File: config.mk
export PLATFORM = sky130hd
export DESIGN_NAME = capture_readout_flat
export DESIGN_NICKNAME = d
export VERILOG_FILES = /design/src/rtl/capture_readout_if.sv /design/src/rtl/capture_readout.sv /design/src/flat_wrapper.sv
export SDC_FILE = /design/constraint.sdc
export NUM_CORES = 1
export LEC_CHECK = 0
export CORE_UTILIZATION = 53
export CTS_BUF_LIST = sky130_fd_sc_hd__clkbuf_16
export DETAILED_ROUTE_END_ITERATION = 8
export GPL_TIMING_DRIVEN = 0
export PLACE_DENSITY = 0.81
export SYNTH_ARGS = -nofsm -noshare
export SYNTH_HDL_FRONTEND = slang
export SYNTH_SLANG_ARGS = --single-unit
File: constraint.sdc
create_clock -name clk -period 3.59 [get_ports clk]
set_input_delay 0.718 -clock clk [delete_from_list [all_inputs] [get_ports clk]]
set_output_delay 0.718 -clock clk [all_outputs]
set_load 0.03 [all_outputs]
File: src/rtl/capture_readout_if.sv
`default_nettype none
// -----------------------------------------------------------------------------
// Module   : capture_readout_if
// Purpose  : control, BRAM read port and byte-stream bundle for capture_readout
// Revision : 1.0 - initial release
// -----------------------------------------------------------------------------
interface capture_readout_if #(
  parameter int unsigned ADDR_W = 18
);
  logic              start;
  logic              abort;
  logic [ADDR_W-1:0] start_addr;
  logic [ADDR_W:0]   length;

  logic              bram_en;
  logic [ADDR_W-1:0] bram_addr;
  logic [7:0]        bram_dout;

  logic [7:0]        m_data;
  logic              m_valid;
  logic              m_ready;

  logic              busy;
  logic              done;
  logic [ADDR_W:0]   sent_count;

  // The readout engine is the master; the environment (BRAM, UART, host) is the slave.
  modport master (
    input  start, abort, start_addr, length, bram_dout, m_ready,
    output bram_en, bram_addr, m_data, m_valid, busy, done, sent_count
  );

  modport slave (
    output start, abort, start_addr, length, bram_dout, m_ready,
    input  bram_en, bram_addr, m_data, m_valid, busy, done, sent_count
  );
endinterface
`default_nettype wire

File: src/rtl/capture_readout.sv
`default_nettype none
// -----------------------------------------------------------------------------
// Module   : capture_readout
// Purpose  : streams a 4-byte header plus a window of capture BRAM as bytes
// Revision : 1.0 - initial release
// -----------------------------------------------------------------------------
module capture_readout #(
  parameter int unsigned ADDR_W    = 18,
  parameter logic [7:0]  SYNC_BYTE = 8'hA5
) (
  input  logic               clk,
  input  logic               reset,
  capture_readout_if.master  bus
);

  localparam logic [ADDR_W:0]   c_MAX_LEN  = {1'b1, {ADDR_W{1'b0}}};
  localparam logic [ADDR_W:0]   c_ONE_LEN  = {{ADDR_W{1'b0}}, 1'b1};
  localparam logic [ADDR_W-1:0] c_ONE_ADDR = {{(ADDR_W-1){1'b0}}, 1'b1};

  typedef enum logic [2:0] {
    IDLE    = 3'd0,
    HDR     = 3'd1,
    RD_REQ  = 3'd2,
    RD_WAIT = 3'd3,
    SEND    = 3'd4,
    FIN     = 3'd5
  } state_t;

  state_t            r_state,      w_state_nxt;
  logic [ADDR_W-1:0] r_cur_addr,   w_cur_addr_nxt;
  logic [ADDR_W:0]   r_remaining,  w_remaining_nxt;
  logic [1:0]        r_hdr_idx,    w_hdr_idx_nxt;
  logic [7:0]        r_m_data,     w_m_data_nxt;
  logic              r_m_valid,    w_m_valid_nxt;
  logic              r_bram_en,    w_bram_en_nxt;
  logic [ADDR_W-1:0] r_bram_addr,  w_bram_addr_nxt;
  logic              r_busy,       w_busy_nxt;
  logic              r_done,       w_done_nxt;
  logic [ADDR_W:0]   r_sent_count, w_sent_count_nxt;

  logic [ADDR_W:0]   w_len_clamped;

  // Header byte idx of a dump whose clamped payload length is len.
  function automatic logic [7:0] hdr_byte(input logic [1:0] idx, input logic [ADDR_W:0] len);
    case (idx)
      2'd0:    hdr_byte = SYNC_BYTE;
      2'd1:    hdr_byte = 8'(len >> 16) & 8'h07;
      2'd2:    hdr_byte = 8'(len >> 8);
      default: hdr_byte = 8'(len);
    endcase
  endfunction

  assign w_len_clamped = bus.length[ADDR_W] ? c_MAX_LEN : bus.length;

  always_ff @(posedge clk) begin
    if (reset) begin
      r_state      <= IDLE;
      r_cur_addr   <= '0;
      r_remaining  <= '0;
      r_hdr_idx    <= '0;
      r_m_data     <= '0;
      r_m_valid    <= 1'b0;
      r_bram_en    <= 1'b0;
      r_bram_addr  <= '0;
      r_busy       <= 1'b0;
      r_done       <= 1'b0;
      r_sent_count <= '0;
    end else begin
      r_state      <= w_state_nxt;
      r_cur_addr   <= w_cur_addr_nxt;
      r_remaining  <= w_remaining_nxt;
      r_hdr_idx    <= w_hdr_idx_nxt;
      r_m_data     <= w_m_data_nxt;
      r_m_valid    <= w_m_valid_nxt;
      r_bram_en    <= w_bram_en_nxt;
      r_bram_addr  <= w_bram_addr_nxt;
      r_busy       <= w_busy_nxt;
      r_done       <= w_done_nxt;
      r_sent_count <= w_sent_count_nxt;
    end
  end

  // Every output is a register, so each branch computes the value the output
  // must carry while the FSM sits in the state it is moving to.
  always_comb begin
    w_state_nxt      = r_state;
    w_cur_addr_nxt   = r_cur_addr;
    w_remaining_nxt  = r_remaining;
    w_hdr_idx_nxt    = r_hdr_idx;
    w_m_data_nxt     = r_m_data;
    w_m_valid_nxt    = r_m_valid;
    w_bram_en_nxt    = 1'b0;
    w_bram_addr_nxt  = r_bram_addr;
    w_done_nxt       = 1'b0;
    w_sent_count_nxt = r_sent_count;

    if (bus.abort) begin
      w_state_nxt   = IDLE;
      w_m_valid_nxt = 1'b0;
    end else begin
      case (r_state)
        IDLE: begin
          if (bus.start) begin
            w_state_nxt      = HDR;
            w_cur_addr_nxt   = bus.start_addr;
            w_remaining_nxt  = w_len_clamped;
            w_sent_count_nxt = '0;
            w_hdr_idx_nxt    = 2'd0;
            w_m_data_nxt     = hdr_byte(2'd0, w_len_clamped);
            w_m_valid_nxt    = 1'b1;
          end
        end

        HDR: begin
          if (bus.m_ready) begin
            if (r_hdr_idx == 2'd3) begin
              w_m_valid_nxt = 1'b0;
              if (r_remaining == '0) begin
                w_state_nxt = FIN;
                w_done_nxt  = 1'b1;
              end else begin
                w_state_nxt     = RD_REQ;
                w_bram_en_nxt   = 1'b1;
                w_bram_addr_nxt = r_cur_addr;
              end
            end else begin
              w_hdr_idx_nxt = r_hdr_idx + 2'd1;
              w_m_data_nxt  = hdr_byte(r_hdr_idx + 2'd1, r_remaining);
            end
          end
        end

        RD_REQ: begin
          w_state_nxt = RD_WAIT;
        end

        RD_WAIT: begin
          w_state_nxt   = SEND;
          w_m_data_nxt  = bus.bram_dout;
          w_m_valid_nxt = 1'b1;
        end

        SEND: begin
          if (bus.m_ready) begin
            w_m_valid_nxt    = 1'b0;
            w_cur_addr_nxt   = r_cur_addr + c_ONE_ADDR;
            w_remaining_nxt  = r_remaining - c_ONE_LEN;
            w_sent_count_nxt = r_sent_count + c_ONE_LEN;
            if (r_remaining == c_ONE_LEN) begin
              w_state_nxt = FIN;
              w_done_nxt  = 1'b1;
            end else begin
              w_state_nxt     = RD_REQ;
              w_bram_en_nxt   = 1'b1;
              w_bram_addr_nxt = r_cur_addr + c_ONE_ADDR;
            end
          end
        end

        FIN: begin
          w_state_nxt = IDLE;
        end

        default: begin
          w_state_nxt   = IDLE;
          w_m_valid_nxt = 1'b0;
        end
      endcase
    end

    w_busy_nxt = (w_state_nxt != IDLE);
  end

  assign bus.bram_en    = r_bram_en;
  assign bus.bram_addr  = r_bram_addr;
  assign bus.m_data     = r_m_data;
  assign bus.m_valid    = r_m_valid;
  assign bus.busy       = r_busy;
  assign bus.done       = r_done;
  assign bus.sent_count = r_sent_count;

endmodule
`default_nettype wire

File: src/flat_wrapper.sv
// flat-port wrapper written by rule: the top's interface ports become plain ports
module capture_readout_flat 
#(
  parameter int unsigned ADDR_W    = 18,
  parameter logic [7:0]  SYNC_BYTE = 8'hA5
)
  (clk, reset, bus_start, bus_abort, bus_start_addr, bus_length, bus_bram_dout, bus_m_ready, bus_bram_en, bus_bram_addr, bus_m_data, bus_m_valid, bus_busy, bus_done, bus_sent_count);
  capture_readout_if #(.ADDR_W(ADDR_W)) bus_i ();
  input  logic clk;
  input  logic reset;
  input wire logic [$bits(bus_i.start)-1:0] bus_start;
  input wire logic [$bits(bus_i.abort)-1:0] bus_abort;
  input wire logic [$bits(bus_i.start_addr)-1:0] bus_start_addr;
  input wire logic [$bits(bus_i.length)-1:0] bus_length;
  input wire logic [$bits(bus_i.bram_dout)-1:0] bus_bram_dout;
  input wire logic [$bits(bus_i.m_ready)-1:0] bus_m_ready;
  output wire logic [$bits(bus_i.bram_en)-1:0] bus_bram_en;
  output wire logic [$bits(bus_i.bram_addr)-1:0] bus_bram_addr;
  output wire logic [$bits(bus_i.m_data)-1:0] bus_m_data;
  output wire logic [$bits(bus_i.m_valid)-1:0] bus_m_valid;
  output wire logic [$bits(bus_i.busy)-1:0] bus_busy;
  output wire logic [$bits(bus_i.done)-1:0] bus_done;
  output wire logic [$bits(bus_i.sent_count)-1:0] bus_sent_count;
  assign bus_i.start = bus_start;
  assign bus_i.abort = bus_abort;
  assign bus_i.start_addr = bus_start_addr;
  assign bus_i.length = bus_length;
  assign bus_i.bram_dout = bus_bram_dout;
  assign bus_i.m_ready = bus_m_ready;
  assign bus_bram_en = bus_i.bram_en;
  assign bus_bram_addr = bus_i.bram_addr;
  assign bus_m_data = bus_i.m_data;
  assign bus_m_valid = bus_i.m_valid;
  assign bus_busy = bus_i.busy;
  assign bus_done = bus_i.done;
  assign bus_sent_count = bus_i.sent_count;
  capture_readout #(.ADDR_W(ADDR_W), .SYNC_BYTE(SYNC_BYTE)) u_core (.clk(clk), .reset(reset), .bus(bus_i));
endmodule
run_1/registers.png
Other sequential cells in the stronger gray, the rest of the logic in the fainter gray.
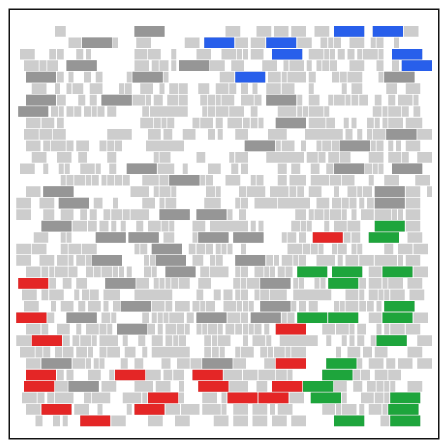
blue -> u_core.bus.m_data  # sequential cells 8
red -> u_core.bus.bram_addr  # sequential cells 18
green -> u_core.bus.sent_count  # sequential cells 19
not colored = 46

run_1/clock_map.png
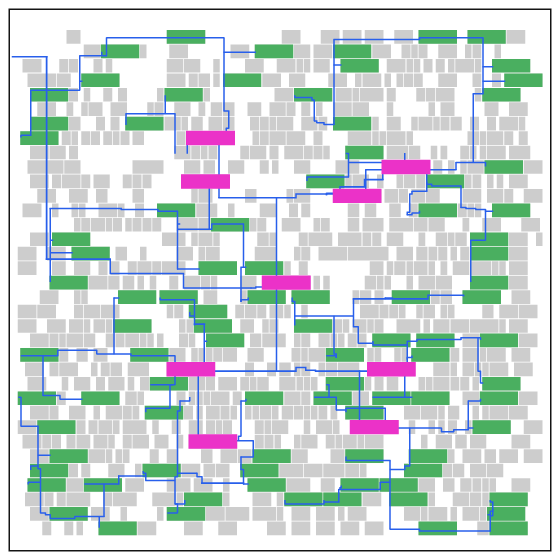
green -> flip-flops  # count 91
blue -> clock wires  # length 1170 um
magenta -> cells driving clock nets  # count 9
flops lie = spread over the die
routed clock nets = 10

run_1/final_placement.png
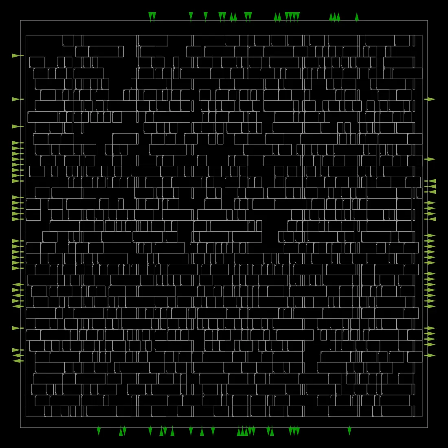
total number of tap cells: 129
total core area: 9420 um2
Rows: 35
Filler Cells Inserted: 770

run_1/met4.png
The bar under the picture is 20 um long. Supply wires on this layer in gray.
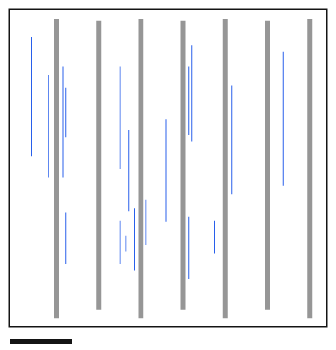
longest straight run = 42.8 um
wire length on this layer = 441 um
main direction = vertical
nets with wire on the layer = 15
share of all routed wire = 2.6%

==> run notes, run 1 <==
Figures from the implementation reports.

- The yosys synthesis chip area reads 5260 um2.
- Sorting the synthesized cells by how often they occur yields dfxtp_1, nor2_1, nand2_1, a21oi_1, o21ai_0.
- The count of yosys warnings during synthesis reads 0.
- Post-synth the commonest register cell is dfxtp_1.
- The count of maximum capacitance violations reads 0.
- The hold buffer count at CTS is 0.
- The count of port buffers added during placement is 97.
- Per the detail_route report, vias per standard cell equal 6.33.
- The endpoint of the most critical register-to-register path is u_core.r_remaining[4].
- Hold is met by 460 ps.
- Summed over all layers, the global routing overflow is 0.
- The iteration count recorded for the first detailed-route pass is 5.
- After clock tree synthesis, the clock-pin slew on the worst setup and hold paths is 70 ps.
- The layout summary lists the proportion of cells stronger than drive strength 1 as 0.0699.
- The number of remaining DRC errors reads 0.
- The worst IR drop on VDD is ~210 uV.
- The final worst clock skew is 7.88 ps.
- The run finished with clean final reports.
- Nets still carrying antenna violations after routing amount to 0.
- The type recorded for the worst min-delay path is register to register.
- For this block, the via count after detailed routing is 5795.
- For reference, the top cells by area after synthesis are dfxtp_1, nor2_1, a21oi_1, nand2_1, o21ai_0.
- The total die size is 10300 um2.
- The post-layout minimum cycle time reads just over 3000 ps.
- The number of antenna violations at the first check in global routing is 0.
- Entering global routing, the biggest net connects 18 pins.
- The cell area after layout is 6680 um2.
- The top-level port count reads 99.
- The launching element of the worst setup path is bus_abort.
- The utilization after layout is 0.709.
- The proportion of synthesized chip area in sequential cells is 0.346.
- In the final design database the tool counted 841 nets.
- The final number of max-transition violations is 0.
- The setup slack on the worst flop-to-flop path reads ~900 ps.
- The area added between synthesis and finish is 27.0%.
- The initial core utilization reads 0.559.
[run 1: layer usage]
layer,global-route usage,vias up,wire [um],share of wire
li1,-,2671,-,-
met4,0.128,0,441,0.026
met1,0.446,2747,7350,0.43
met2,0.554,335,7780,0.45
met5,0,-,0,0
met3,0.0545,42,1550,0.091
[run 1: cell type report]
type                       instances  area (um2)  share of cell area
multi-input combinational        518        3160               0.474
tap                              129         161              0.0242
sequential                        91        1820               0.273
timing repair buffer              97         971               0.145
buffer                            53         230              0.0345
clock inverter                     7        60.1             0.00899
inverter                          12        45.0             0.00675
clock buffer                       9         225              0.0337
[run 1: logic make-up after synthesis]
kind of cell | share of synthesized area
compound gates | 0.244
simple gates | 0.259
flops | 0.346
xor+xnor | 0.0533
buf+inv | 0.0523
mux | 0.0243
fa+ha+maj | 0.0214
[run 1: state kept, by name, summed over array words and instances, names as in the netlist]
signal / flops
u_core.bus.sent_count: 19
u_core.r_cur_addr: 18
u_core.bus.bram_en: 1
u_core.bus.m_data: 8
u_core.bus.busy: 1
u_core.bus.bram_addr: 18
u_core.r_hdr_idx: 2
u_core.r_remaining: 19
u_core.bus.done: 1
u_core.r_state: 3
u_core.bus.m_valid: 1
[run 1: worst max-delay path, cell delays in order]
cell and delay, ps:
clkdlybuf4s50_1 540, or3_4 460, nor2_1 260, buf_2 320, buf_1 510, nand2_1 140
a2bb2oi_1 220, nor2_1 60
[run 1: power breakdown]
| part | internal [mW] | switching [mW] |
|---|---|---|
| sequential | 1.04 | 0.0332 |
| combinational | 0.144 | 0.203 |
| clock | 0.484 | 0.452 |
| total | 1.66 | 0.688 |
==> inputs of run 2 (changes only) <==
- clock period: 3.59 -> 3.1 ns (I/O delays scaled with it)
run_2/clock_map.png
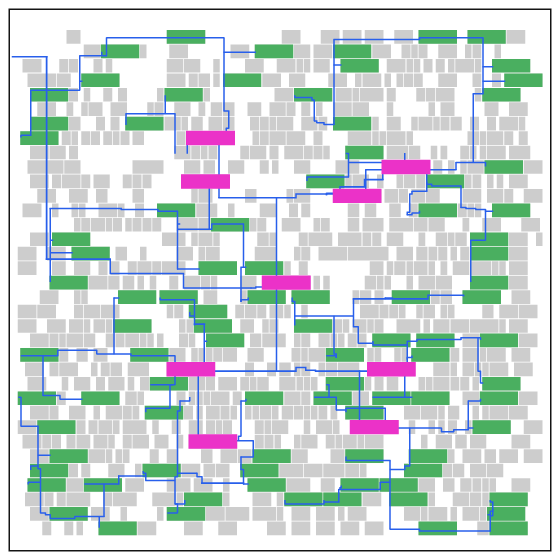
green -> flip-flops  # count 91
magenta -> cells driving clock nets  # count 9
blue -> clock wires  # length 1170 um
routed clock nets = 10
flops lie = spread over the die

==> run notes, run 2 <==
Figures from the implementation reports.

- The worst hold margin was 460 ps (unchanged).
- The ratio of cells with drive above 1 in the final layout is 0.0699 (unchanged).
- The proportion of synthesized chip area in sequential cells was 0.346 (unchanged).
- The clock power share reads 0.398 (about the same).
- The hold buffer count at CTS reads 0 (unchanged).
- The worst IR drop on VDD reads 248 uV (+16%).
- The combinational group share of total power is 0.147 (about the same).
- The total met3 wirelength after detailed routing is 1550 um (unchanged).
- The top-level port count was 99 (unchanged).
- The count of yosys warnings during synthesis reads 0 (unchanged).
- The number of cell rows is 35 (unchanged).
- The total die size reads 10300 um2 (unchanged).
- The total grt overflow came to 0 (unchanged).
- The tightest min-delay check is of the register to register type.
- The cell repeated most along the worst path is nor2_1.
- The final worst clock skew reads 7.88 ps (unchanged).
- The number of iterations in the first detailed-routing pass reads 5 (unchanged).
- The area used by multi-input combinational logic is 3160 um2 (unchanged).
- The area taken by flip-flops and latches is 1820 um2 (unchanged).
- The number of antenna violations at the first check in global routing reads 0 (unchanged).
- The total routed wire length on the met1 layer came to 7350 um (unchanged).
- The flow ran to the end, and the final reports show no timing, DRC or antenna violations.
- The fraction of power consumed by sequential logic is 0.455 (about the same).
- The highest layer touched by signal routing is met4.
- The setup slack on the worst flop-to-flop path reads 430 ps (-490 ps).
- The final-layout fill cell count is 770 (unchanged).
- The initial core utilization reads 0.559 (unchanged).
- The post-layout minimum cycle time is 2940 ps.
- For reference, the top cells by area after synthesis are dfxtp_1, nor2_1, a21oi_1, nand2_1, o21ai_0.
- The worst-path cell with the longest stage delay reads clkdlybuf4s50_1.
run_2/wire_density.png
The bar under the picture is 20 um long. 20 x 20 tiles, from dark purple (low) to yellow (high), scaled to the fullest tile. Values are wire area over tile area, all layers added.
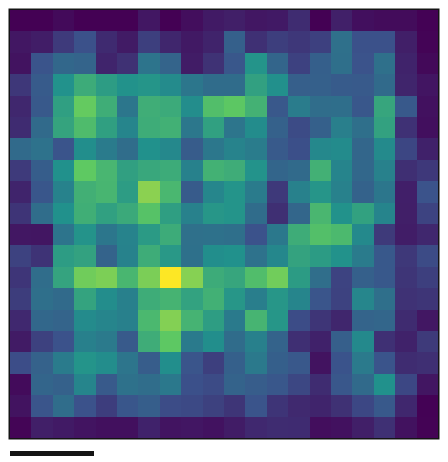
mean over tiles = 0.28
fullest tile = 0.83
densest ninth of the die = center
tiles over half the peak = 23%
nearly empty tiles = 3.0%
emptiest ninth of the die = lower right

## run 2: path summary, 6_finish.rpt
path                                           start  depth (start not counted)               endpoint
worst max-delay path                       bus_abort                          8   u_core.r_cur_addr[3]
worst min register to register  u_core.bus.m_data[1]                          2   u_core.bus.m_data[1]
worst max register to register     u_core.r_state[1]                          7  u_core.r_remaining[4]
worst min-delay path            u_core.bus.m_data[1]                          2   u_core.bus.m_data[1]
## run 2: logic make-up (layout without fill, tap and decap cells)
logic type / after synthesis / in the layout / synth area share
flip-flops: 91 / 91 / 0.346
XOR/XNOR: 32 / 32 / 0.0533
AND-OR/OR-AND: 190 / 190 / 0.244
multiplexers: 12 / 12 / 0.0243
AND/OR/NAND/NOR: 275 / 275 / 0.259
buffers and inverters: 65 / 178 / 0.0523
adder cells (fa/ha/maj): 9 / 9 / 0.0214
## run 2: power by group through the flow
stage               Combinational (mW)  Clock, mW  Sequential [mW]
floorplan                        0.226          0             1.26
global placement                 0.385          0             1.26
detailed placement               0.389          0             1.26
CTS                              0.392       1.08             1.24
global route                     0.428       1.13             1.24
finish                           0.401       1.08             1.24
## run 2: layout make-up
| cell class | count | share of cell area |
|---|---|---|
| Timing Repair Buffer | 97 | 0.145 |
| Buffer | 53 | 0.0345 |
| Multi-Input combinational cell | 518 | 0.474 |
| Tap cell | 129 | 0.0242 |
| Clock buffer | 9 | 0.0337 |
| Sequential cell | 91 | 0.273 |
| Inverter | 12 | 0.00675 |
| Clock inverter | 7 | 0.00899 |
## run 2: critical path: cells and delay by family
| kind | cells | cell delay (ps) |
|---|---|---|
| buffers and inverters | 3 | 1370 |
| AND/OR/NAND/NOR | 4 | 920 |
| AND-OR/OR-AND | 1 | 220 |
Power and IR drop assume default switching activity.
